**Run 1: clock wiring as the flow saved it**

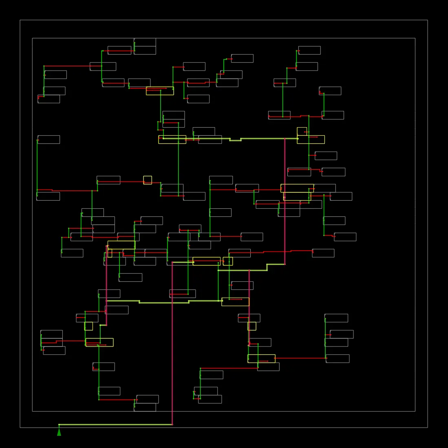
**Run 1: floorplan with the power grid**

Scale bar: 50 um. Pins as bars on the die edge.
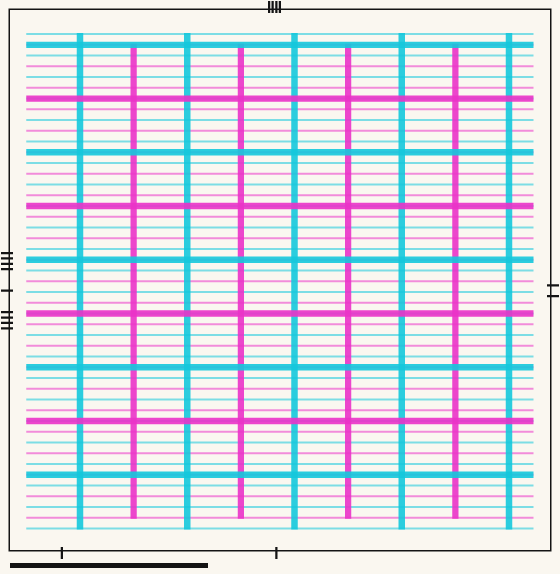
**Run 1: routed metal, one color a layer**

Scale bar: 50 um. Two of the layers only.
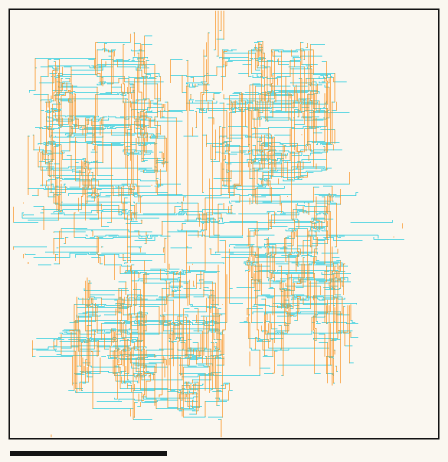
--- config.mk ---
export PLATFORM = sky130hd
export DESIGN_NAME = leak_pwr_input_filter
export DESIGN_NICKNAME = d
export VERILOG_FILES = /design/src/rtl/leak_pwr_input_filter_pkg.sv /design/src/rtl/leak_pwr_input_filter_debounce.sv /design/src/rtl/leak_pwr_input_filter.sv
export SDC_FILE = /design/constraint.sdc
export NUM_CORES = 1
export LEC_CHECK = 0
export CORE_MARGIN = 4
export CORE_UTILIZATION = 30
export CTS_CLUSTER_DIAMETER = 40
export CTS_CLUSTER_SIZE = 30
export DETAILED_ROUTE_END_ITERATION = 6
export GPL_ROUTABILITY_DRIVEN = 0
export PLACE_DENSITY = 0.5
export SYNTH_ARGS = -nofsm -noshare
export SYNTH_HDL_FRONTEND = slang
export SYNTH_SLANG_ARGS = --single-unit
--- constraint.sdc ---
create_clock -name iClk -period 2.45 [get_ports iClk]
set_input_delay 0.6125 -clock iClk [delete_from_list [all_inputs] [get_ports iClk]]
set_output_delay 0.6125 -clock iClk [all_outputs]
set_load 0.02 [all_outputs]
--- src/rtl/leak_pwr_input_filter_pkg.sv ---
// Shared definitions for the leak / RMC-enable input conditioning stage.
package leak_pwr_input_filter_pkg;

    typedef enum logic [1:0] {
        IDLE     = 2'd0,
        HOLD     = 2'd1,
        GRANT    = 2'd2,
        WAIT_REL = 2'd3
    } clrState_t;

    // Bit positions within the sticky history vector
    localparam int unsigned LARGE = 0;
    localparam int unsigned SMALL = 1;
    localparam int unsigned RMC   = 2;

    localparam int unsigned DEF_DEB_ASSERT_MS  = 20;
    localparam int unsigned DEF_DEB_RELEASE_MS = 150;
    localparam int unsigned DEF_CLR_HOLD_MS    = 10;
    localparam int unsigned DEF_CNT_W          = 16;

endpackage

--- src/rtl/leak_pwr_input_filter_debounce.sv ---
// One debounce channel: 2-FF synchroniser plus ms-tick qualification counter
// with separate thresholds for moving to and away from the fault level.
module sig_debounce #(
    parameter int unsigned CNT_W     = 16,
    parameter logic        RESET_VAL = 1'b1,
    parameter logic        FAULT_VAL = 1'b0
) (
    input  logic             iClk,
    input  logic             iRst,
    input  logic             iTick,
    input  logic             iAsync,
    input  logic [CNT_W-1:0] iAssertTh,
    input  logic [CNT_W-1:0] iReleaseTh,
    output logic             oFilt
);

    logic [1:0]       syncFf;
    logic [CNT_W-1:0] count;
    logic [CNT_W-1:0] thresh;
    logic [CNT_W:0]   countInc;

    always_comb begin
        thresh   = (syncFf[1] == FAULT_VAL) ? iAssertTh : iReleaseTh;
        countInc = {1'b0, count} + {{CNT_W{1'b0}}, 1'b1};
    end

    always_ff @(posedge iClk) begin
        if (iRst) begin
            syncFf <= {2{RESET_VAL}};
            count  <= '0;
            oFilt  <= RESET_VAL;
        end else begin
            syncFf <= {syncFf[0], iAsync};
            // Any cycle where the input agrees with the output restarts qualification
            if (syncFf[1] == oFilt) begin
                count <= '0;
            end else if (iTick) begin
                if (countInc >= {1'b0, thresh}) begin
                    oFilt <= syncFf[1];
                    count <= '0;
                end else if (count != '1) begin
                    count <= countInc[CNT_W-1:0];
                end
            end
        end
    end

endmodule

--- src/rtl/leak_pwr_input_filter.sv ---
// Conditions raw leak / RMC-enable inputs for the master power sequencer and
// runs the BMC latch-clear handshake.
module leak_pwr_input_filter
    import leak_pwr_input_filter_pkg::*;
#(
    parameter int unsigned DEB_ASSERT_MS  = DEF_DEB_ASSERT_MS,
    parameter int unsigned DEB_RELEASE_MS = DEF_DEB_RELEASE_MS,
    parameter int unsigned CLR_HOLD_MS    = DEF_CLR_HOLD_MS,
    parameter int unsigned CNT_W          = DEF_CNT_W
) (
    input  logic       iClk,
    input  logic       iRst,
    input  logic       iTick_1ms,
    input  logic       iLarge_Leak_Raw_N,
    input  logic       iSmall_Leak_Raw_N,
    input  logic       iRMC_PWR_Enable_Raw,
    input  logic       iBMC_Clear_Req,
    output logic       oLarge_Leak_Detect_N,
    output logic       oSmall_Leak_Detect_N,
    output logic       oRMC_PWR_Enable,
    output logic       oLatch_Clear,
    output logic       oClear_Reject,
    output logic [2:0] oLeak_Sticky,
    output logic [1:0] oDBG_FILT_FSM
);

    localparam logic [CNT_W-1:0] ASSERT_TH  = CNT_W'(DEB_ASSERT_MS);
    localparam logic [CNT_W-1:0] RELEASE_TH = CNT_W'(DEB_RELEASE_MS);
    localparam logic [CNT_W-1:0] HOLD_TH    = CNT_W'(CLR_HOLD_MS);

    logic filtLarge, filtSmall, filtEn;
    logic filtLargeQ, filtSmallQ, filtEnQ;
    logic [1:0] reqSync;
    clrState_t state;
    logic [CNT_W-1:0] holdCnt;
    logic [CNT_W:0] holdInc;
    logic [2:0] setEv;
    logic grantOk, clearNow, rejectNow;

    sig_debounce #(.CNT_W(CNT_W), .RESET_VAL(1'b1), .FAULT_VAL(1'b0)) uLargeDeb (
        .iClk(iClk), .iRst(iRst), .iTick(iTick_1ms), .iAsync(iLarge_Leak_Raw_N),
        .iAssertTh(ASSERT_TH), .iReleaseTh(RELEASE_TH), .oFilt(filtLarge)
    );

    sig_debounce #(.CNT_W(CNT_W), .RESET_VAL(1'b1), .FAULT_VAL(1'b0)) uSmallDeb (
        .iClk(iClk), .iRst(iRst), .iTick(iTick_1ms), .iAsync(iSmall_Leak_Raw_N),
        .iAssertTh(ASSERT_TH), .iReleaseTh(RELEASE_TH), .oFilt(filtSmall)
    );

    sig_debounce #(.CNT_W(CNT_W), .RESET_VAL(1'b0), .FAULT_VAL(1'b0)) uEnableDeb (
        .iClk(iClk), .iRst(iRst), .iTick(iTick_1ms), .iAsync(iRMC_PWR_Enable_Raw),
        .iAssertTh(ASSERT_TH), .iReleaseTh(RELEASE_TH), .oFilt(filtEn)
    );

    assign oLarge_Leak_Detect_N = filtLarge;
    assign oSmall_Leak_Detect_N = filtSmall;
    assign oDBG_FILT_FSM        = state;

    always_comb begin
        setEv[LARGE] = filtLargeQ & ~filtLarge;
        setEv[SMALL] = filtSmallQ & ~filtSmall;
        setEv[RMC]   = filtEnQ & ~filtEn;
        grantOk      = filtEn & filtLarge & filtSmall;
        clearNow     = (state == GRANT) & grantOk;
        rejectNow    = (state == GRANT) & ~grantOk;
        holdInc      = {1'b0, holdCnt} + {{CNT_W{1'b0}}, 1'b1};
    end

    always_ff @(posedge iClk) begin
        if (iRst) begin
            filtLargeQ      <= 1'b1;
            filtSmallQ      <= 1'b1;
            filtEnQ         <= 1'b0;
            reqSync         <= '0;
            state           <= IDLE;
            holdCnt         <= '0;
            oLatch_Clear    <= 1'b0;
            oClear_Reject   <= 1'b0;
            oLeak_Sticky    <= '0;
            oRMC_PWR_Enable <= 1'b0;
        end else begin
            filtLargeQ    <= filtLarge;
            filtSmallQ    <= filtSmall;
            filtEnQ       <= filtEn;
            reqSync       <= {reqSync[0], iBMC_Clear_Req};
            oLatch_Clear  <= clearNow;
            oClear_Reject <= rejectNow;
            // A new fault in the grant cycle survives the clear
            oLeak_Sticky    <= (clearNow ? 3'b000 : oLeak_Sticky) | setEv;
            oRMC_PWR_Enable <= filtEn & ~oLeak_Sticky[RMC];

            case (state)
                IDLE: begin
                    if (reqSync[1]) begin
                        state   <= HOLD;
                        holdCnt <= '0;
                    end
                end
                HOLD: begin
                    if (!reqSync[1]) begin
                        state <= IDLE;
                    end else if (iTick_1ms) begin
                        if (holdInc >= {1'b0, HOLD_TH}) begin
                            state <= GRANT;
                        end else if (holdCnt != '1) begin
                            holdCnt <= holdInc[CNT_W-1:0];
                        end
                    end
                end
                GRANT: state <= WAIT_REL;
                WAIT_REL: begin
                    if (!reqSync[1]) begin
                        state <= IDLE;
                    end
                end
                default: state <= IDLE;
            endcase
        end
    end

endmodule
==> impl_metrics.yaml, run 1 <==
# yosys + openroad results
run_status:
  status: "complete, but fails checks"
  violations: "negative setup slack"
placed_design:
  dp.cells: 865
  place_ws_ps: -139.9
  portBuffers: 16
floorplan:
  io_pins: 17
  rows: 46
  dieArea_um2: 18670
  fp.dieW_um: 136.6
power:
  p_clk_frac: 0.477
  leakagePower_nw: 2.368
  power.net_switching_w: 0.0006634
  internal_power_w: 0.002242
  seqPwrFrac: 0.484
  power_density_nw_per_um2: 440.4
  pwr-share-comb: 0.039
final_timing:
  rsz0062_at_grt: "yes"
  setup_ws_ps: -185.1
  finalClockPeriodUsage: 1.076
  tightest_slew_ps: 693.4
  hold_violations: 0
  period_minus_slack_ps: 2635
  report.final.setup_viol: 16
  slew_headroom: 0.5344
  fmax_mhz: 379.5
worst_hold_path:
  hold_class: "flop to flop"
  worstHoldEndpoint: "uLargeDeb.syncFf[1]$_SDFF_PP1_"
  hold_depth: 1
  worstHoldStart: "uLargeDeb.syncFf[0]$_SDFF_PP1_"
logic_synthesis:
  synth_cell_type_count: 67
  syn_area_per_cell_um2: 8.316
  fp_nets: 615
  ff_type: "dfxtp_1"
  netlist_area_um2: 4965
  ys_warn_count: 0
  netlist_instances: 597
  ys_area_um2: 4965
  edf_count: 0
  ys.flops: 86
  ys_seq_frac: 0.3468
drt:
  drt_first_iter_violations: 242
  vias_per_cell: 5.107
  firstDrtPassIters: 4
  drtAntennaViolNets: 0
cts:
  clk_pin_slew_ps: 70
  h-tree-depth: 3
  clk_path_buf_depth: 2
  worstSkewPairLatency_ps: 350
  cts_hold_buf: 0
  cts_root_buf: "clkbuf_16"
grt:
  grt_max_degree: 42
  overflow: 0
  grt_pass1_wl_mm: 21.45
  grt_pass1_vias: 4367
  antenna_found_initial: 0
  grtUsageTotal: 0.1425
critical_path:
  critPathLaunchType: "flop"
  cp_max_fo: 7
  r2r_start: "uSmallDeb.count[3]$_SDFFE_PP0P_"
  cp-startpoint: "uSmallDeb.count[3]$_SDFFE_PP0P_"
  crit_required_ps: 2690
  timing.rr.end: "uSmallDeb.oFilt$_SDFFE_PP1P_"
  arrival_ps: 2870
  endpoint: "uSmallDeb.oFilt$_SDFFE_PP1P_"
  reg2reg_setup_slack_ps: -190
  path_class: "flop to flop"
  ff2ff_path_depth: 9
layout:
  final_layout_size_suffix_gt1_frac: 0.2878
  antenna-diode-count: 0
  syn2layout_area_growth_pct: 32.89
  n_fill_cell: 1572
  fin_nets: 687
  fin_cells: 890
job:
  maxCapViolCount: 0
  openroad.warnings: 30
Notes on 'clock wiring as the flow saved it' above:
flip-flops: 86
final clock skew: 4.926 ps
P_clk: 0.00139 W
# clk buffers: 10

Notes on 'floorplan with the power grid' above:
[magenta] VDD
[cyan] VSS
signal pins: 17
met4 straps: 9
chip height: 136.6 um
core area: 16,060 um^2
Worst VDD drop: 0.3597 mV

Notes on 'routed metal, one color a layer' above:
[cyan] M1 | wire length: 6,450 um
[orange] M2 | wire length: 6,190 um
via count: 4,545
Detailed Route WL: 13.23 mm

run 1: synthesized netlist by cell type (17+ instances only):
library cell	number	area, um^2
nor2_1	29	108.9
clkbuf_1	19	71.32
dfxtp_1	86	1722
xor2_1	29	254.0
xnor2_1	26	227.7
nand4_1	22	137.6
nand2_1	55	206.5
nand3_1	31	155.2
nor4_1	17	106.4
a21oi_1	19	95.09
nor3_1	32	160.2
inv_1	19	71.32
run 1: layer usage:
metal  GRT usage  wire length, um
met2      0.2273             6189
met1      0.1907             6454
met3     0.02978              397
met4     0.04983              186
met5           0                0
run 1: logic make-up after synthesis:
| group | share of synthesized area |
|---|---|
| and+or+nand+nor | 0.3261 |
| xor gates and xnor gates | 0.09703 |
| buffers and inverters | 0.05091 |
| AOI/OAI and AO/OA | 0.1374 |
| muxes | 0.01411 |
| DFF | 0.3468 |
| adders and majority gates | 0.02772 |
run 1: flip-flops by register name, summed over array words and instances (netlist names), 2 cells and up, named ones only:
signal and flops:
reqSync 2, oLeak_Sticky 3, uSmallDeb.count 16, holdCnt 16
uEnableDeb.syncFf 2, uLargeDeb.syncFf 2, uLargeDeb.count 16, uSmallDeb.syncFf 2
uEnableDeb.count 16
run 1: power by group through the flow:
stage          clock [W]  combinational (W)  sequential, W
6_report         0.00139           0.000113        0.00141
5_1_grt          0.00150           0.000123        0.00141
4_1_cts          0.00143           0.000106        0.00141
3_5_place_dp           0           0.000104        0.00144
3_3_place_gp           0           0.000103        0.00144
2_1_floorplan          0          0.0000557        0.00144
run 1: worst max-delay path, stage by stage, from the launching register on:
cell     delay [ps]
dfxtp_2         340
and4_4          220
and2_4          140
nand2_2          50
xnor2_1         140
ha_1            320
o311a_1         120
or4_4           440
o41a_4          600
mux2i_1         140
run 1: cells in the final DEF, fill, tap and decap left out, types with 18 or more instances in the layout:
master,n
buf_4,75
dfxtp_1,64
nand2_1,51
nand3_1,30
nor2_1,29
xor2_1,28
xnor2_1,26
nand4_1,22
inv_1,19
a21oi_1,19
dfxtp_2,19
nor3_2,18
run 1: stage by stage:
step           total power, W  hold slack [ps]  setup TNS [ps]  utilization  cell area [um^2]
2_1_floorplan        0.001497            389.5           -2040            -              5077
3_5_place_dp         0.001545            401.7           -1837       0.3664              5884
5_1_grt              0.003025            427.2           -3898       0.4109              6598
3_3_place_gp         0.001544            400.1          -735.7       0.3664              5884
4_1_cts              0.002949            417.2           -1515       0.3909              6277
6_report             0.002906            416.7           -1668       0.4109              6598
run 1: area by class of cell:
class / instances / area [um^2] / area share
Tap cell: 216 / 270.3 / 0.04096
Sequential cell: 86 / 1757 / 0.2663
Timing Repair Buffer: 98 / 835.8 / 0.1267
Clock buffer: 10 / 229.0 / 0.03471
Multi-Input combinational cell: 455 / 3364 / 0.5100
Clock inverter: 6 / 70.07 / 0.01062
Inverter: 19 / 71.32 / 0.01081
run 1: what timing repair did:
action | CTS | global route
cloned | 2 | 1
setup buffers | 1 | 5
setup endpoints to repair | 30 | 57
hold endpoints to repair | 0 | 0
gates resized | 13 | 59
pin swaps | 10 | 39
==> run 2, diff against run 1 <==
--- a/config.mk
+++ b/config.mk
@@ -11,7 +11,7 @@
 export CTS_CLUSTER_SIZE = 30
 export DETAILED_ROUTE_END_ITERATION = 6
 export GPL_ROUTABILITY_DRIVEN = 0
-export PLACE_DENSITY = 0.5
+export PLACE_DENSITY = 0.49
 export SYNTH_ARGS = -nofsm -noshare
 export SYNTH_HDL_FRONTEND = slang
 export SYNTH_SLANG_ARGS = --single-unit
==> constraint.sdc (replaced) <==
create_clock -name iClk -period 2.6 [get_ports iClk]
set_input_delay 0.65 -clock iClk [delete_from_list [all_inputs] [get_ports iClk]]
set_output_delay 0.65 -clock iClk [all_outputs]
set_load 0.02 [all_outputs]
**Run 2: floorplan with the power grid**

Scale bar: 50 um. Pins as bars on the die edge.
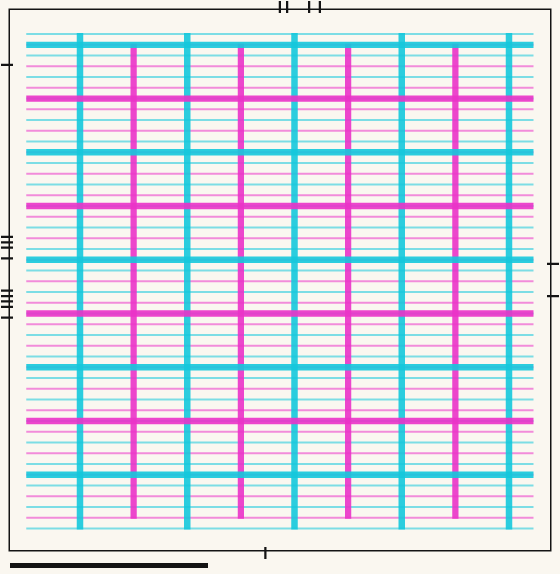
[cyan] VSS
[magenta] VDD
rows: 46
signal pins: 17
Worst VDD drop: 0.2783 mV
die width: 136.6 um

==> run 2 against run 1 <==
  * The run now ends clean
  * Hold slack worse by 5.1 ps
  * Combinational power down about 10%
  * Synthesized cell count unchanged
  * Die area unchanged
  * Worst setup slack better by 220 ps
  * Power down 3.2%
  * Critical path type unchanged
==> impl_metrics.yaml, run 2 <==
# yosys + openroad results
run_status:
  status: "finished clean"
layout:
  fin_cells: 858
  fin_nets: 655
  syn2layout_area_growth_pct: 23.34
  logic_area_um2: 3169
  layout_top_cell: "dfxtp_1"
  fin_area_um2: 6123
  n_fill_cell: 1635
  antenna-diode-count: 0
  final_cell_mix: "78 x dfxtp_1, 54 x nand2_1, 47 x buf_4"
final_timing:
  tightest_slew_ps: 450.2
  rsz0062_at_grt: "yes"
  hold_violations: 0
floorplan:
  dieArea_um2: 18670
  io_pins: 17
job:
  openroad.warnings: 29
  maxCapViolCount: 0
critical_path:
  critPathLaunchType: "flop"
  ff2ff_path_depth: 9
  crit_chain: "and4_4, and2_4, nand2_4, xnor2_4, ha_4, o311a_1, or4_4, o41a_4, nor3_2"
  timing.rr.end: "uSmallDeb.count[4]$_SDFFE_PP0P_"
  cp_max_fo: 7
  path_buffers: 0
  cp_slowest_stage_delay_ps: 580
  cp.depth: 9
  path_class: "flop to flop"
logic_synthesis:
  netlist_area_um2: 4965
  netlist_instances: 597
  syn_area_per_cell_um2: 8.316
  common_cells: "86 x dfxtp_1, 55 x nand2_1, 32 x nor3_1"
  fp_nets: 615
  ys_warn_count: 0
  area_leaders: "dfxtp_1 35%, xor2_1 5.1%, xnor2_1 4.6%"
  ys_seq_frac: 0.3468
  top_area_cell: "dfxtp_1"
  top_area_frac: 0.3468
  synth_top_cell_by_count: "dfxtp_1"
  synth_cell_type_count: 67
  edf_count: 0
  ff_type: "dfxtp_1"
  ys_area_um2: 4965
power:
  finalPower_w: 0.002813
  leakagePower_nw: 2.189
  power_density_nw_per_um2: 459.4
drt:
  drt_first_iter_violations: 303
  vias_per_cell: 5.300
  firstDrtPassIters: 6
  drtAntennaViolNets: 0
cts:
  clk_path_buf_depth: 2
  cts_root_buf: "clkbuf_16"
  h-tree-depth: 3
worst_hold_path:
  hold_class: "flop to flop"
placed_design:
  portBuffers: 16
  dp.cells: 840
  placed_area_um2: 5615
grt:
  grt_pass1_vias: 4262
  antenna_found_initial: 0
**Run 2: signal wires on met2**

Scale bar: 50 um.
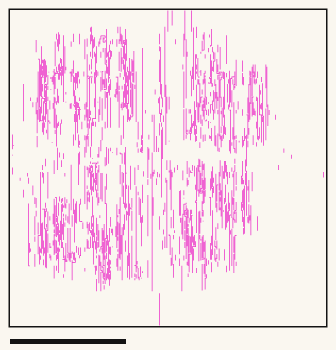
main direction: vertical
wire length on this layer: 5,740 um
Detailed Route WL: 12.52 mm
via count: 4,547

run 2: worst min path at each step:
stage / depth (start not counted) / slack (ps) / start / endpoint
floorplan: 1 / 390 / uLargeDeb.syncFf[0]$_SDFF_PP1_ / uLargeDeb.syncFf[1]$_SDFF_PP1_
global placement: 1 / 400 / uLargeDeb.syncFf[0]$_SDFF_PP1_ / uLargeDeb.syncFf[1]$_SDFF_PP1_
detailed placement: 1 / 400 / uLargeDeb.syncFf[0]$_SDFF_PP1_ / uLargeDeb.syncFf[1]$_SDFF_PP1_
CTS: 1 / 410 / uLargeDeb.syncFf[0]$_SDFF_PP1_ / uLargeDeb.syncFf[1]$_SDFF_PP1_
global route: 1 / 420 / uLargeDeb.syncFf[0]$_SDFF_PP1_ / uLargeDeb.syncFf[1]$_SDFF_PP1_
finish: 1 / 410 / uLargeDeb.syncFf[0]$_SDFF_PP1_ / uLargeDeb.syncFf[1]$_SDFF_PP1_
run 2: kinds of logic after synthesis:
logic type,synth area share
flops,0.3468
xor+xnor,0.09703
simple gates,0.3261
buf+inv,0.05091
mux,0.01411
fa+ha+maj,0.02772
compound gates,0.1374
run 2: what timing repair did:
action	in CTS	in global routing
setup buffers	0	1
endpoints found under the setup margin	0	44
resized	0	35
hold buffers	0	0
run 2: layer usage:
metal	vias up	global-route usage	part of all wire
met4	0	0.05207	0.018
li1	2259	-	-
met5	-	0	0
met1	2192	0.1922	0.49
met3	18	0.02500	0.032
met2	78	0.2155	0.46
run 2: worst register-to-register path, cell delays in order, from the launching register on:
cell,delay [ps]
dfxtp_2,340
and4_4,240
and2_4,160
nand2_4,70
xnor2_4,200
ha_4,230
o311a_1,100
or4_4,440
o41a_4,590
nor3_2,130
run 2: report_power, final:
group | switching, W | internal [W] | total (W) | leakage [nW]
clock network | 0.000521 | 0.000866 | 0.00139 | 0.157
registers | 0.00000581 | 0.00132 | 0.00133 | 0.699
logic | 0.0000586 | 0.0000375 | 0.0000961 | 1.33
run 2: final cells by class:
cell class,instances,area share
Multi-Input combinational cell,455,0.5176
Sequential cell,86,0.2828
Timing Repair Buffer,66,0.09215
Tap cell,216,0.04414
Clock buffer,12,0.04025
Inverter,19,0.01165
Clock inverter,4,0.01144
run 2: stage by stage:
step | util | setup WS (ps) | TNS (ps)
global placement | 0.3497 | 69.93 | 0
CTS | 0.3694 | 4.265 | 0
floorplan | - | -33.40 | -290.4
detailed placement | 0.3497 | 21.94 | 0
global route | 0.3813 | -64.64 | -433.4
finish | 0.3813 | 32.45 | 0
Power and IR drop assume default switching activity.
